**src/rtl/star_cam_responder.sv**
```systemverilog
// CAM/SUB match-vector responder: key table with a search path (1 stage) and a
// saturating subtract path (2 stages). Define STAR_CAM_ERR_EN to enable the sticky error flags.
module star_cam_responder #(
  parameter int DEPTH = 64,
  parameter int KEY_W = 8,
  parameter int IDX_W = $clog2(DEPTH)
) (
  input  logic             clk,
  input  logic             reset,
  input  logic             wr_en,
  input  logic [IDX_W-1:0] wr_addr,
  input  logic [KEY_W-1:0] wr_data,
  input  logic             clr,
  output logic             busy,
  input  logic             cam_req,
  input  logic [KEY_W-1:0] xi,
  output logic [DEPTH-1:0] xi_mv,
  output logic             xi_mv_vld,
  input  logic             sub_req,
  input  logic [DEPTH-1:0] xmax_mv,
  input  logic [DEPTH-1:0] xi_in_mv,
  output logic [DEPTH-1:0] sub_mv,
  output logic             sub_mv_vld,
  output logic             err_onehot,
  output logic             err_uflow
);

  localparam int NBLK  = DEPTH / 8;
  localparam int BLK_W = (NBLK > 1) ? $clog2(NBLK) : 1;
  localparam logic [0:0] ST_IDLE  = 1'b0;
  localparam logic [0:0] ST_CLEAR = 1'b1;

  logic [0:0]       state_q, state_d;
  logic [BLK_W-1:0] blk_q, blk_d;
  logic [KEY_W-1:0] key_q [DEPTH];
  logic [DEPTH-1:0] valid_q;

  logic [DEPTH-1:0] xi_mv_q, sub_mv_q;
  logic             xi_mv_vld_q, sub_mv_vld_q;
  logic             s1_vld_q;
  logic [KEY_W-1:0] s1_d_q;

  logic accept, cam_acc, sub_acc, wr_acc, clr_acc;
  assign accept  = (state_q == ST_IDLE);
  assign cam_acc = cam_req && accept;
  assign sub_acc = sub_req && accept;
  assign wr_acc  = wr_en && accept;
  assign clr_acc = clr && accept;

  always_comb begin
    state_d = state_q;
    blk_d   = blk_q;
    case (state_q)
      ST_IDLE: begin
        if (clr) begin
          state_d = ST_CLEAR;
          blk_d   = '0;
        end
      end
      default: begin
        if (blk_q == BLK_W'(NBLK - 1)) state_d = ST_IDLE;
        else                           blk_d   = blk_q + 1'b1;
      end
    endcase
  end

  always_ff @(posedge clk or posedge reset) begin
    if (reset) begin
      state_q <= ST_IDLE;
      blk_q   <= '0;
    end else begin
      state_q <= state_d;
      blk_q   <= blk_d;
    end
  end

  // Writes land at the end of the cycle, so same-cycle searches see old contents.
  always_ff @(posedge clk or posedge reset) begin
    if (reset) begin
      for (int i = 0; i < DEPTH; i++) key_q[i] <= '0;
      valid_q <= '0;
    end else begin
      for (int i = 0; i < DEPTH; i++) begin
        if (wr_acc && wr_addr == IDX_W'(i)) begin
          key_q[i]   <= wr_data;
          valid_q[i] <= 1'b1;
        end else if (state_q == ST_CLEAR && blk_q == BLK_W'(i / 8)) begin
          valid_q[i] <= 1'b0;
        end
      end
    end
  end

  logic [DEPTH-1:0] xi_hit, sub_hit;
  for (genvar gi = 0; gi < DEPTH; gi++) begin : g_cmp
    assign xi_hit[gi]  = valid_q[gi] && (key_q[gi] == xi);
    assign sub_hit[gi] = valid_q[gi] && (key_q[gi] == s1_d_q);
  end

  // Lowest set bit wins; an all-zero vector falls back to index 0.
  function automatic logic [IDX_W-1:0] lsb_idx(input logic [DEPTH-1:0] v);
    lsb_idx = '0;
    for (int i = DEPTH - 1; i >= 0; i--) begin
      if (v[i]) lsb_idx = IDX_W'(i);
    end
  endfunction

  logic [IDX_W-1:0] im, ii;
  logic [KEY_W:0]   diff;
  assign im   = lsb_idx(xmax_mv);
  assign ii   = lsb_idx(xi_in_mv);
  assign diff = {1'b0, key_q[im]} - {1'b0, key_q[ii]};

  always_ff @(posedge clk or posedge reset) begin
    if (reset) begin
      xi_mv_q      <= '0;
      xi_mv_vld_q  <= 1'b0;
      s1_vld_q     <= 1'b0;
      s1_d_q       <= '0;
      sub_mv_q     <= '0;
      sub_mv_vld_q <= 1'b0;
    end else begin
      xi_mv_vld_q <= cam_acc;
      if (cam_acc) xi_mv_q <= xi_hit;
      s1_vld_q <= sub_acc;
      if (sub_acc) s1_d_q <= diff[KEY_W] ? '0 : diff[KEY_W-1:0];
      sub_mv_vld_q <= s1_vld_q;
      if (s1_vld_q) sub_mv_q <= sub_hit;
    end
  end

  assign busy       = (state_q == ST_CLEAR);
  assign xi_mv      = xi_mv_q;
  assign xi_mv_vld  = xi_mv_vld_q;
  assign sub_mv     = sub_mv_q;
  assign sub_mv_vld = sub_mv_vld_q;

`ifdef STAR_CAM_ERR_EN
  logic err_onehot_q, err_uflow_q;
  // A new error in the same cycle as an accepted clr still sets the flag.
  always_ff @(posedge clk or posedge reset) begin
    if (reset) begin
      err_onehot_q <= 1'b0;
      err_uflow_q  <= 1'b0;
    end else begin
      if (clr_acc) begin
        err_onehot_q <= 1'b0;
        err_uflow_q  <= 1'b0;
      end
      if (sub_acc && (~|xmax_mv || ~|xi_in_mv)) err_onehot_q <= 1'b1;
      if (sub_acc && diff[KEY_W])               err_uflow_q  <= 1'b1;
    end
  end
  assign err_onehot = err_onehot_q;
  assign err_uflow  = err_uflow_q;
`else
  logic unused_clr_acc;
  assign unused_clr_acc = clr_acc;
  assign err_onehot     = 1'b0;
  assign err_uflow      = 1'b0;
`endif

endmodule

```
**config.mk**
```make
export PLATFORM = sky130hd
export DESIGN_NAME = star_cam_responder
export DESIGN_NICKNAME = d
export VERILOG_FILES = /design/src/rtl/star_cam_responder.sv
export SDC_FILE = /design/constraint.sdc
export NUM_CORES = 2
export LEC_CHECK = 0
export CORE_MARGIN = 1
export CORE_UTILIZATION = 47
export CTS_BUF_LIST = sky130_fd_sc_hd__clkbuf_4
export CTS_CLUSTER_SIZE = 12
export DETAILED_ROUTE_END_ITERATION = 10
export PLACE_DENSITY = 0.67
export SYNTH_ARGS = -nofsm -noshare
export SYNTH_HDL_FRONTEND = slang
export SYNTH_SLANG_ARGS = --single-unit
```
**constraint.sdc**
```tcl
create_clock -name clk -period 29.3 [get_ports clk]
set_input_delay 2.93 -clock clk [delete_from_list [all_inputs] [get_ports clk]]
set_output_delay 2.93 -clock clk [all_outputs]
set_load 0.005 [all_outputs]
```
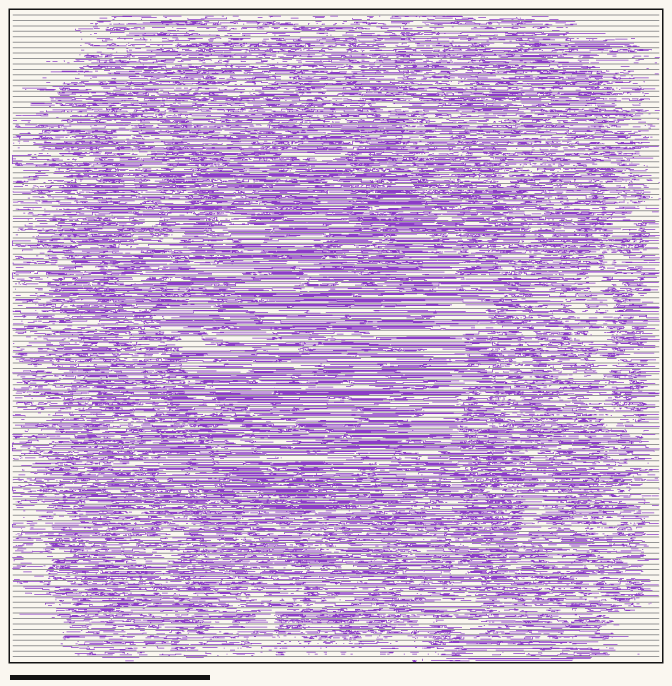
Fig. 1. Metal 1.
The bar under the picture is 100 µm long. Supply wires on this layer in gray.
nets with wire on the layer = 5129
longest straight run = 122 µm
routed wire length: 248 mm
total number of vias: 46900
met1 Use GR: 0.600

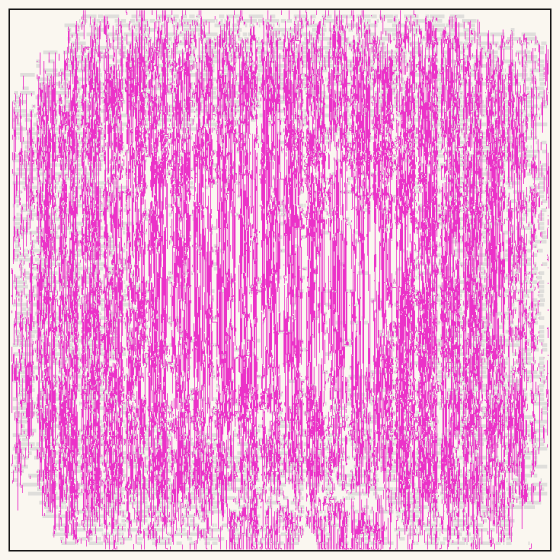
Fig. 2. The metal 2 layer.
Cells faint in the background.
longest straight run = 127 µm
main direction = vertical
share of all routed wire = 42%
wire length on this layer = 104 mm

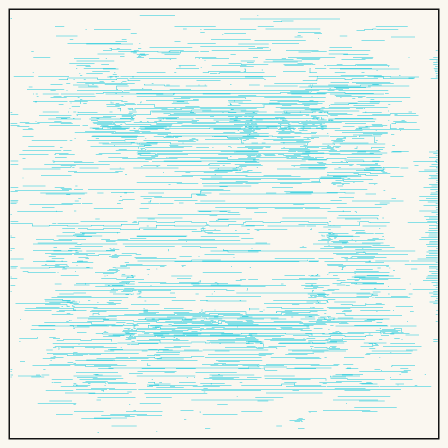
Fig. 3. Signal wires on met3.
main direction = horizontal
wire length on this layer = 29.6 mm
longest straight run = 200 µm
grt met3 use: 0.131

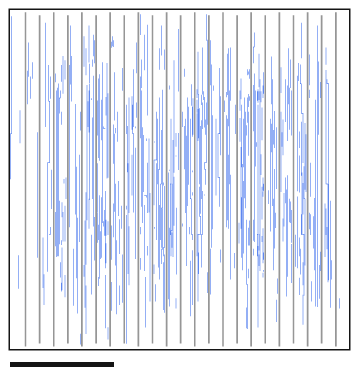
Fig. 4. M4 wires.
The bar under the picture is 100 µm long. Supply wires on this layer in gray.
nets with wire on the layer = 261
longest straight run = 271 µm
wire length on this layer = 17800 µm
main direction = vertical
share of all routed wire = 7.2%

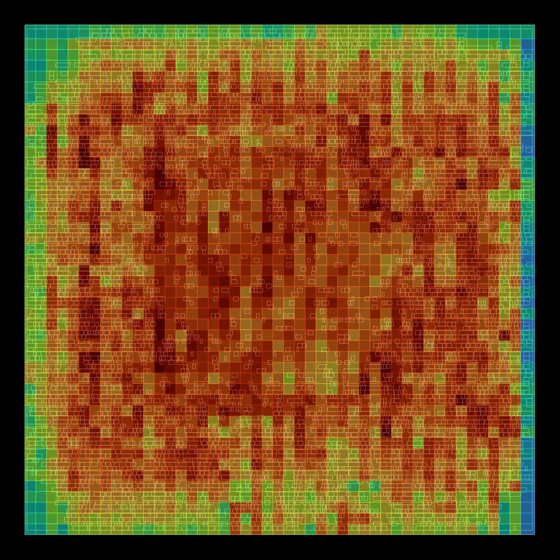
Fig. 5. Congestion heat map.
wire per inst: 35.9 µm
GR peak layer: met2
aggregate global-route resource usage: 0.458

state kept, by name (all words and copies together), names as in the netlist:
register / flops
key_q: 512
xi_mv: 64
sub_mv_vld: 1
s1_vld_q: 1
busy: 1
s1_d_q: 8
blk_q: 3
xi_mv_vld: 1
valid_q: 64
sub_mv: 64
kinds of logic (layout without fill, tap and decap cells):
kind of cell,count (synthesis),in the layout
mux,690,690
xor+xnor,1030,1030
other cells,1,15
flops,719,719
simple gates,1414,1414
fa+ha+maj,16,16
buf+inv,480,825
compound gates,808,808
worst paths after layout:
path | from | end | slack [ns] | cells after the start
worst max register to register | key_q[81] | s1_d_q[6] | 24.73 | 18
min in group asynchronous | reset | sub_mv[52] | 2.34 | 2
worst max-delay path | xi_in_mv[59] | s1_d_q[6] | 20.14 | 23
worst min register to register | xi_mv[58] | xi_mv[58] | 0.47 | 2
worst min-delay path | xi_mv[58] | xi_mv[58] | 0.47 | 2
max in group asynchronous | reset | key_q[323] | 22.78 | 6
area by class of cell:
cell class | count | area, µm² | area share
Antenna cell | 13 | 32.5 | 0.000582
Clock buffer | 273 | 2050 | 0.0367
Clock inverter | 57 | 367 | 0.00656
Inverter | 113 | 432 | 0.00772
Multi-Input combinational cell | 3960 | 29700 | 0.531
Sequential cell | 719 | 18000 | 0.322
Tap cell | 1380 | 1730 | 0.0309
Timing Repair Buffer | 382 | 3570 | 0.0639
worst min-delay path: stages, from the launching register on:
cell	delay [ns]
dfrtp_1	0.34
nand2_1	0.04
o21ai_0	0.05
metal layers:
metal / GRT usage / vias up
li1: - / 19100
met1: 0.600 / 23600
met2: 0.666 / 3272
met3: 0.131 / 804
met4: 0.281 / 42
met5: 0 / -
power groups by stage:
stage	combinational [mW]	sequential, mW	clock [mW]
6_report	1.17	1.45	0.909
5_1_grt	1.25	1.45	0.971
4_1_cts	1.15	1.43	0.920
3_5_place_dp	1.15	1.45	0
3_3_place_gp	1.12	1.45	0
2_1_floorplan	0.820	1.27	0
layout by cell type, fill, tap and decap left out, types with 12 or more instances in the layout:
master	synthesis	routed
a221o_1	40	40
inv_1	112	111
o22ai_1	23	22
xor2_1	642	642
clkbuf_4	0	273
and3_1	53	53
xnor2_1	388	388
a2111oi_0	13	13
clkinv_1	1	38
a21o_1	30	29
o221ai_1	13	13
nor3_1	134	126
nor4_1	176	175
mux2i_1	136	136
diode_2	0	13
nor2_1	127	120
nor2b_1	25	25
a21oi_1	124	121
clkdlybuf4s50_1	0	268
a31oi_1	25	25
and4_1	15	15
a221oi_1	76	76
buf_4	4	104
a211oi_1	67	66
a32oi_1	19	19
nand4_1	216	216
nand2_1	474	472
nand2b_1	15	14
dfrtp_1	719	710
nand3_1	111	111
or3_1	19	19
or4_1	18	18
ha_1	15	15
o211ai_1	12	12
o21ai_0	235	233
mux2_2	545	545
a22oi_1	18	18
==> impl_metrics.py <==
# Flow results
metrics = {
    "timing": {
        "finalMaxSlewViolations": 0,
        "worstMarginPinSlew_ns": 1.38,
        "finalCritPeriodShare": 0.313,
        "rsz0062_at_grt": "false",
        "timing.hold.ws_ns": 0.473,
        "final.setup_skew_ns": 0.0662,
        "final.min_clock_period_ns": 9.16,
    },
    "logic_synthesis": {
        "ys.flops": 719,
        "synth_cell_type_count": 84,
        "ys_cells": 5158,
        "synth.top_cells.by_count": "dfrtp_1 (719), xor2_1 (642), mux2_2 (545)",
        "netlist_instances": 5158,
        "ys_warn_count": 0,
        "ys.flop_type": "dfrtp_1",
        "ys_async_sr_fraction": 1.00,
        "yosys_area_um2": 49400,
        "syn-cell-area_um2": 49400,
    },
    "cts": {
        "numClockSinks": 719,
        "cts.htree.levels": 4,
        "cts.clk_slew.worst_paths_ns": 0.06,
        "cts_setup_buffers": 0,
        "cts_resized": 0,
        "cts_hold_buf": 0,
        "tritoncts": "yes",
    },
    "drt": {
        "routed-wl-met3_mm": 29.6,
        "met1_length_mm": 96.2,
        "detail-route-antenna-nets": 0,
        "routed.top_layer": "met5",
    },
    "worst_setup_path": {
        "required_ns": 30.32,
        "critical_path_buf_inv_count": 4,
        "crit_path_max_fanout": 52,
        "worst-endpoint-arrival_ns": 10.19,
    },
    "power": {
        "pwr-share-seq": 0.411,
        "power.leakage_nw": 25.8,
        "p_per_area_nw_per_um2": 63.2,
        "max-vdd-ir-drop_mv": 0.0730,
    },
    "grt": {
        "overflow": 0,
    },
    "layout": {
        "fin_cells": 6897,
        "fin_area_um2": 55900,
        "drive_above_1_share": 0.184,
    },
    "placement": {
        "pre_cts_ws_ns": 19.16,
        "gp_congestion": 1.16,
    },
    "floorplan": {
        "fp.dieW_um": 326,
        "coreArea_um2": 104000,
        "std_cell_rows": 118,
    },
    "run_status": {
        "outcome": "finished clean",
    },
}
Power is estimated from default activity; no workload was simulated.
